==> config.mk <==
export PLATFORM = sky130hd
export DESIGN_NAME = pipeline_debug_sequencer_flat
export DESIGN_NICKNAME = d
export VERILOG_FILES = /design/src/rtl/pipeline_debug_sequencer_if.sv /design/src/rtl/pipeline_debug_sequencer.sv /design/src/flat_wrapper.sv
export SDC_FILE = /design/constraint.sdc
export NUM_CORES = 1
export LEC_CHECK = 0
export ABC_AREA = 1
export CAP_MARGIN = 5
export CORE_AREA = 5 5 419 421
export DETAILED_ROUTE_END_ITERATION = 7
export DIE_AREA = 0 0 424 426
export GPL_TIMING_DRIVEN = 1
export HOLD_SLACK_MARGIN = 0.06
export PLACE_DENSITY_LB_ADDON = 0.2
export SLEW_MARGIN = 10
export SYNTH_ARGS = -nofsm -noshare
export SYNTH_HDL_FRONTEND = slang
export SYNTH_SLANG_ARGS = --single-unit
==> constraint.sdc <==
create_clock -name clk_i -period 8.4 [get_ports clk_i]
set_clock_uncertainty 0.2 [all_clocks]
set_input_delay 0.84 -clock clk_i [delete_from_list [all_inputs] [get_ports clk_i]]
set_output_delay 0.84 -clock clk_i [all_outputs]
set_load 0.01 [all_outputs]
==> src/rtl/pipeline_debug_sequencer_if.sv <==
// Byte-stream and pipeline-control bundle between the UART byte engines,
// the debug sequencer and the five-stage pipeline top level.
interface pipeline_debug_sequencer_if #(
    parameter int unsigned REG_COUNT = 32
);
    logic [7:0]              rx_data;
    logic                    rx_valid;
    logic                    rx_ready;
    logic [7:0]              tx_data;
    logic                    tx_valid;
    logic                    tx_ready;
    logic                    halt;
    logic [31:0]             pc;
    logic [32*REG_COUNT-1:0] reg_bus;
    logic                    pipe_enable;
    logic                    pipe_flush;

    // Sequencer side
    modport master (
        input  rx_data, rx_valid, tx_ready, halt, pc, reg_bus,
        output rx_ready, tx_data, tx_valid, pipe_enable, pipe_flush
    );

    // UART / pipeline side
    modport slave (
        output rx_data, rx_valid, tx_ready, halt, pc, reg_bus,
        input  rx_ready, tx_data, tx_valid, pipe_enable, pipe_flush
    );
endinterface

==> src/rtl/pipeline_debug_sequencer.sv <==
// Host-driven debug sequencer: runs, steps or flushes the pipeline on command
// bytes and streams PC, cycle count and the register file out as a byte frame.
module pipeline_debug_sequencer #(
    parameter int unsigned REG_COUNT = 32
) (
    input  logic                       clk_i,
    input  logic                       rst_ni,
    pipeline_debug_sequencer_if.master bus,
    output logic [2:0]                 state_o
);
    localparam int unsigned FRAME_BYTES = 8 + 4 * REG_COUNT;
    localparam int unsigned FRAME_WORDS = REG_COUNT + 2;
    localparam int unsigned IDX_W       = $clog2(FRAME_BYTES);
    localparam int unsigned WORD_W      = IDX_W - 2;

    localparam logic [IDX_W-1:0] LAST_IDX = IDX_W'(FRAME_BYTES - 1);
    localparam logic [7:0] CMD_RUN   = 8'h52;
    localparam logic [7:0] CMD_STEP  = 8'h53;
    localparam logic [7:0] CMD_DUMP  = 8'h44;
    localparam logic [7:0] CMD_FLUSH = 8'h46;
    localparam logic [7:0] ACK_BYTE  = 8'h4B;

    typedef enum logic [2:0] {
        ST_IDLE  = 3'd0,
        ST_RUN   = 3'd1,
        ST_STEP  = 3'd2,
        ST_DUMP  = 3'd3,
        ST_FLUSH = 3'd4,
        ST_ACK   = 3'd5
    } state_e;

    state_e            state_q, state_d;
    logic [IDX_W-1:0]  idx_q, idx_d;
    logic [31:0]       cycle_q, cycle_d;
    logic              rx_ready_q, rx_ready_d;
    logic              tx_valid_q, tx_valid_d;
    logic [7:0]        tx_data_q, tx_data_d;
    logic              flush_q, flush_d;

    logic              pipe_enable_c;
    logic              rx_fire_c;
    logic              tx_fire_c;
    logic [IDX_W-1:0]  idx_inc_c;
    logic [WORD_W-1:0] sel_word_c;
    logic [1:0]        sel_byte_c;
    logic [31:0]       words_c [FRAME_WORDS];
    logic [31:0]       word_c;
    logic [7:0]        next_byte_c;

    assign pipe_enable_c = ((state_q == ST_RUN) || (state_q == ST_STEP)) && !bus.halt;
    assign rx_fire_c     = bus.rx_valid && rx_ready_q;
    assign tx_fire_c     = tx_valid_q && bus.tx_ready;
    assign idx_inc_c     = idx_q + IDX_W'(1);
    assign sel_word_c    = idx_inc_c[IDX_W-1:2];
    assign sel_byte_c    = idx_inc_c[1:0];

    // Frame word order: PC, cycle count, then registers 0..REG_COUNT-1
    always_comb begin
        words_c[0] = bus.pc;
        words_c[1] = cycle_q;
        for (int unsigned k = 0; k < REG_COUNT; k++) begin
            words_c[k+2] = bus.reg_bus[32*k +: 32];
        end
    end

    // Live mux of the byte following the current index, MSB first within a word
    always_comb begin
        word_c = '0;
        for (int unsigned k = 0; k < FRAME_WORDS; k++) begin
            if (sel_word_c == WORD_W'(k)) begin
                word_c = words_c[k];
            end
        end
        unique case (sel_byte_c)
            2'd0:    next_byte_c = word_c[31:24];
            2'd1:    next_byte_c = word_c[23:16];
            2'd2:    next_byte_c = word_c[15:8];
            default: next_byte_c = word_c[7:0];
        endcase
    end

    // Registered outputs are computed for the state being entered
    always_comb begin
        state_d    = state_q;
        idx_d      = idx_q;
        cycle_d    = pipe_enable_c ? cycle_q + 32'd1 : cycle_q;
        rx_ready_d = 1'b0;
        tx_valid_d = 1'b0;
        tx_data_d  = 8'h00;
        flush_d    = 1'b0;

        unique case (state_q)
            ST_IDLE: begin
                rx_ready_d = 1'b1;
                if (rx_fire_c) begin
                    unique case (bus.rx_data)
                        CMD_RUN: begin
                            state_d    = ST_RUN;
                            rx_ready_d = 1'b0;
                        end
                        CMD_STEP: begin
                            state_d    = ST_STEP;
                            rx_ready_d = 1'b0;
                        end
                        CMD_DUMP: begin
                            state_d    = ST_DUMP;
                            rx_ready_d = 1'b0;
                            idx_d      = '0;
                            tx_valid_d = 1'b1;
                            tx_data_d  = bus.pc[31:24];
                        end
                        CMD_FLUSH: begin
                            state_d    = ST_FLUSH;
                            rx_ready_d = 1'b0;
                            flush_d    = 1'b1;
                        end
                        default: ;
                    endcase
                end
            end

            ST_RUN: begin
                if (bus.halt) begin
                    state_d    = ST_DUMP;
                    idx_d      = '0;
                    tx_valid_d = 1'b1;
                    tx_data_d  = bus.pc[31:24];
                end
            end

            ST_STEP: begin
                state_d    = ST_DUMP;
                idx_d      = '0;
                tx_valid_d = 1'b1;
                tx_data_d  = bus.pc[31:24];
            end

            ST_DUMP: begin
                tx_valid_d = 1'b1;
                tx_data_d  = tx_data_q;
                if (tx_fire_c) begin
                    if (idx_q == LAST_IDX) begin
                        state_d    = ST_IDLE;
                        tx_valid_d = 1'b0;
                        tx_data_d  = 8'h00;
                        rx_ready_d = 1'b1;
                    end else begin
                        idx_d     = idx_inc_c;
                        tx_data_d = next_byte_c;
                    end
                end
            end

            ST_FLUSH: begin
                cycle_d    = '0;
                state_d    = ST_ACK;
                tx_valid_d = 1'b1;
                tx_data_d  = ACK_BYTE;
            end

            ST_ACK: begin
                tx_valid_d = 1'b1;
                tx_data_d  = tx_data_q;
                if (tx_fire_c) begin
                    state_d    = ST_IDLE;
                    tx_valid_d = 1'b0;
                    tx_data_d  = 8'h00;
                    rx_ready_d = 1'b1;
                end
            end

            default: begin
                state_d = ST_IDLE;
            end
        endcase
    end

    always_ff @(posedge clk_i) begin
        if (!rst_ni) begin
            state_q    <= ST_IDLE;
            idx_q      <= '0;
            cycle_q    <= '0;
            rx_ready_q <= 1'b0;
            tx_valid_q <= 1'b0;
            tx_data_q  <= 8'h00;
            flush_q    <= 1'b0;
        end else begin
            state_q    <= state_d;
            idx_q      <= idx_d;
            cycle_q    <= cycle_d;
            rx_ready_q <= rx_ready_d;
            tx_valid_q <= tx_valid_d;
            tx_data_q  <= tx_data_d;
            flush_q    <= flush_d;
        end
    end

    assign bus.rx_ready    = rx_ready_q;
    assign bus.tx_valid    = tx_valid_q;
    assign bus.tx_data     = tx_data_q;
    assign bus.pipe_flush  = flush_q;
    assign bus.pipe_enable = pipe_enable_c;
    assign state_o         = 3'(state_q);

endmodule

==> src/flat_wrapper.sv <==
// flat-port wrapper written by rule: the top's interface ports become plain ports
module pipeline_debug_sequencer_flat 
#(
    parameter int unsigned REG_COUNT = 32
)
  (clk_i, rst_ni, state_o, bus_rx_data, bus_rx_valid, bus_tx_ready, bus_halt, bus_pc, bus_reg_bus, bus_rx_ready, bus_tx_data, bus_tx_valid, bus_pipe_enable, bus_pipe_flush);
  pipeline_debug_sequencer_if #(.REG_COUNT(REG_COUNT)) bus_i ();
  input  logic clk_i;
  input  logic rst_ni;
  output logic [2:0] state_o;
  input wire logic [$bits(bus_i.rx_data)-1:0] bus_rx_data;
  input wire logic [$bits(bus_i.rx_valid)-1:0] bus_rx_valid;
  input wire logic [$bits(bus_i.tx_ready)-1:0] bus_tx_ready;
  input wire logic [$bits(bus_i.halt)-1:0] bus_halt;
  input wire logic [$bits(bus_i.pc)-1:0] bus_pc;
  input wire logic [$bits(bus_i.reg_bus)-1:0] bus_reg_bus;
  output wire logic [$bits(bus_i.rx_ready)-1:0] bus_rx_ready;
  output wire logic [$bits(bus_i.tx_data)-1:0] bus_tx_data;
  output wire logic [$bits(bus_i.tx_valid)-1:0] bus_tx_valid;
  output wire logic [$bits(bus_i.pipe_enable)-1:0] bus_pipe_enable;
  output wire logic [$bits(bus_i.pipe_flush)-1:0] bus_pipe_flush;
  assign bus_i.rx_data = bus_rx_data;
  assign bus_i.rx_valid = bus_rx_valid;
  assign bus_i.tx_ready = bus_tx_ready;
  assign bus_i.halt = bus_halt;
  assign bus_i.pc = bus_pc;
  assign bus_i.reg_bus = bus_reg_bus;
  assign bus_rx_ready = bus_i.rx_ready;
  assign bus_tx_data = bus_i.tx_data;
  assign bus_tx_valid = bus_i.tx_valid;
  assign bus_pipe_enable = bus_i.pipe_enable;
  assign bus_pipe_flush = bus_i.pipe_flush;
  pipeline_debug_sequencer #(.REG_COUNT(REG_COUNT)) u_core (.clk_i(clk_i), .rst_ni(rst_ni), .bus(bus_i), .state_o(state_o));
endmodule
**Placed cells, one colour a class**

Drawn at 1 px/µm.
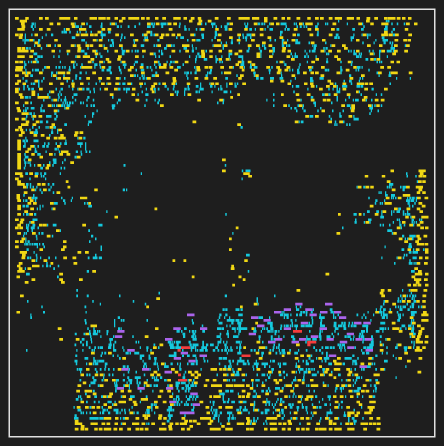
- purple: flops (cells 54)
- red: clock drivers and dummy loads (cells 8)
- cyan: combinational and other logic (cells 2495)
- yellow: other buffers and delay cells (cells 1139)

**Sequential cells grouped by signal name**

Drawn at 1 px/µm. Other sequential cells in the stronger grey, the rest of the logic in the fainter grey.
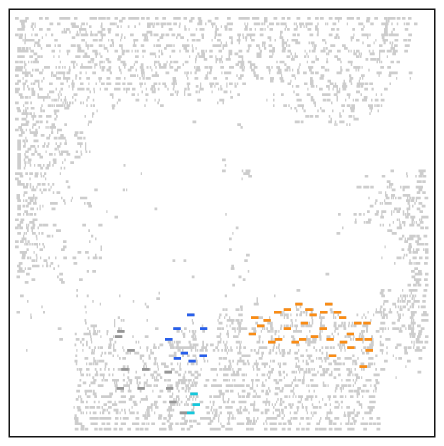
- blue: u_core.idx_q (placed flops 8; where south)
- cyan: u_core.state_o (placed flops 3)
- orange: u_core.cycle_q (placed flops 32; where south-east)

**Metal 1**

Drawn at 1 px/µm.
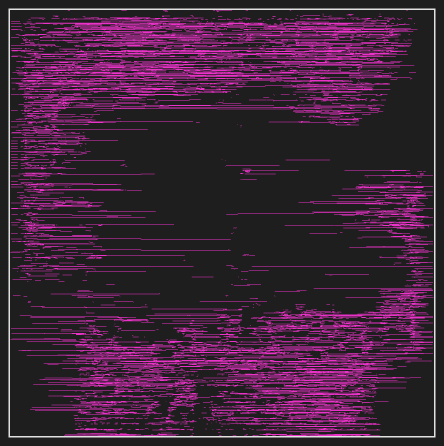
- share of all routed wire: 38%
- nets with wire on the layer: 4401
- wire length on this layer: 65.7 mm
- main direction: horizontal

==> deck_impl_summary.md <==
Implementation Results

Global route
  – GR Overflow Total: 0
  – GRT met1 Usage: between 20% and 30%
  – Largest net degree at the start of global routing: 32

Power
  – Switching pwr: slightly above 0.4 mW
  – Comb power frac: 59.9%
  – Top Consumer: combinational logic
  – Leakage: 10.3 nW
  – Combinational power: 0.748 mW
  – Clk pwr: 0.243 mW
  – Clock share of power: between 10% and 20%

Placed design
  – Cell total after placement: 5921

Floorplanning
  – Tapcells: 2233
  – Die width: 424 µm

STA
  – Final Setup Violations: 0
  – Fmax: 0.140 GHz
  – Setup TNS: 0 ns
  – Worst setup margin: 1.26 ns

Status
  – Run status: complete, no violations

Worst setup path
  – CP max FO: 26
  – Data required, critical path: 8.38 ns
  – Reg2reg end: u_core.bus.tx_data[2]
  – Crit path top cell by count: nand2_1

Final layout
  – Top reg by flops: u_core.cycle_q
  – Reg area: 1080 µm²
  – ClkCell Share: 0.577%
  – Seq Cell Count: roughly 54
  – Max reg flops: 32

Yosys
  – Sequential area share after synthesis: under 10%
  – Dominant cell area share: 31.6%
  – Yosys simple share: 67.3%
  – Yosys cell count: 2660
  – XOR/XNOR Area Share: 0.212%
  – Main synth FF type: dfxtp_1
  – Ys Warns: 0
  – Flip-flops with a built-in enable: 0
  – Fraction of registers with async set/reset: 0%

Drt
  – Met1 wire length: 65700 µm
  – Met3 routed WL: 8050 µm
  – Max Used Layer: met5

Run
  – Number of max-cap violations: 0

Clock tree
  – CTS tree: built
  – Late-Pin Clk Latency: 0.33 ns
No activity file was given, so power comes from the tool's default toggle rates.
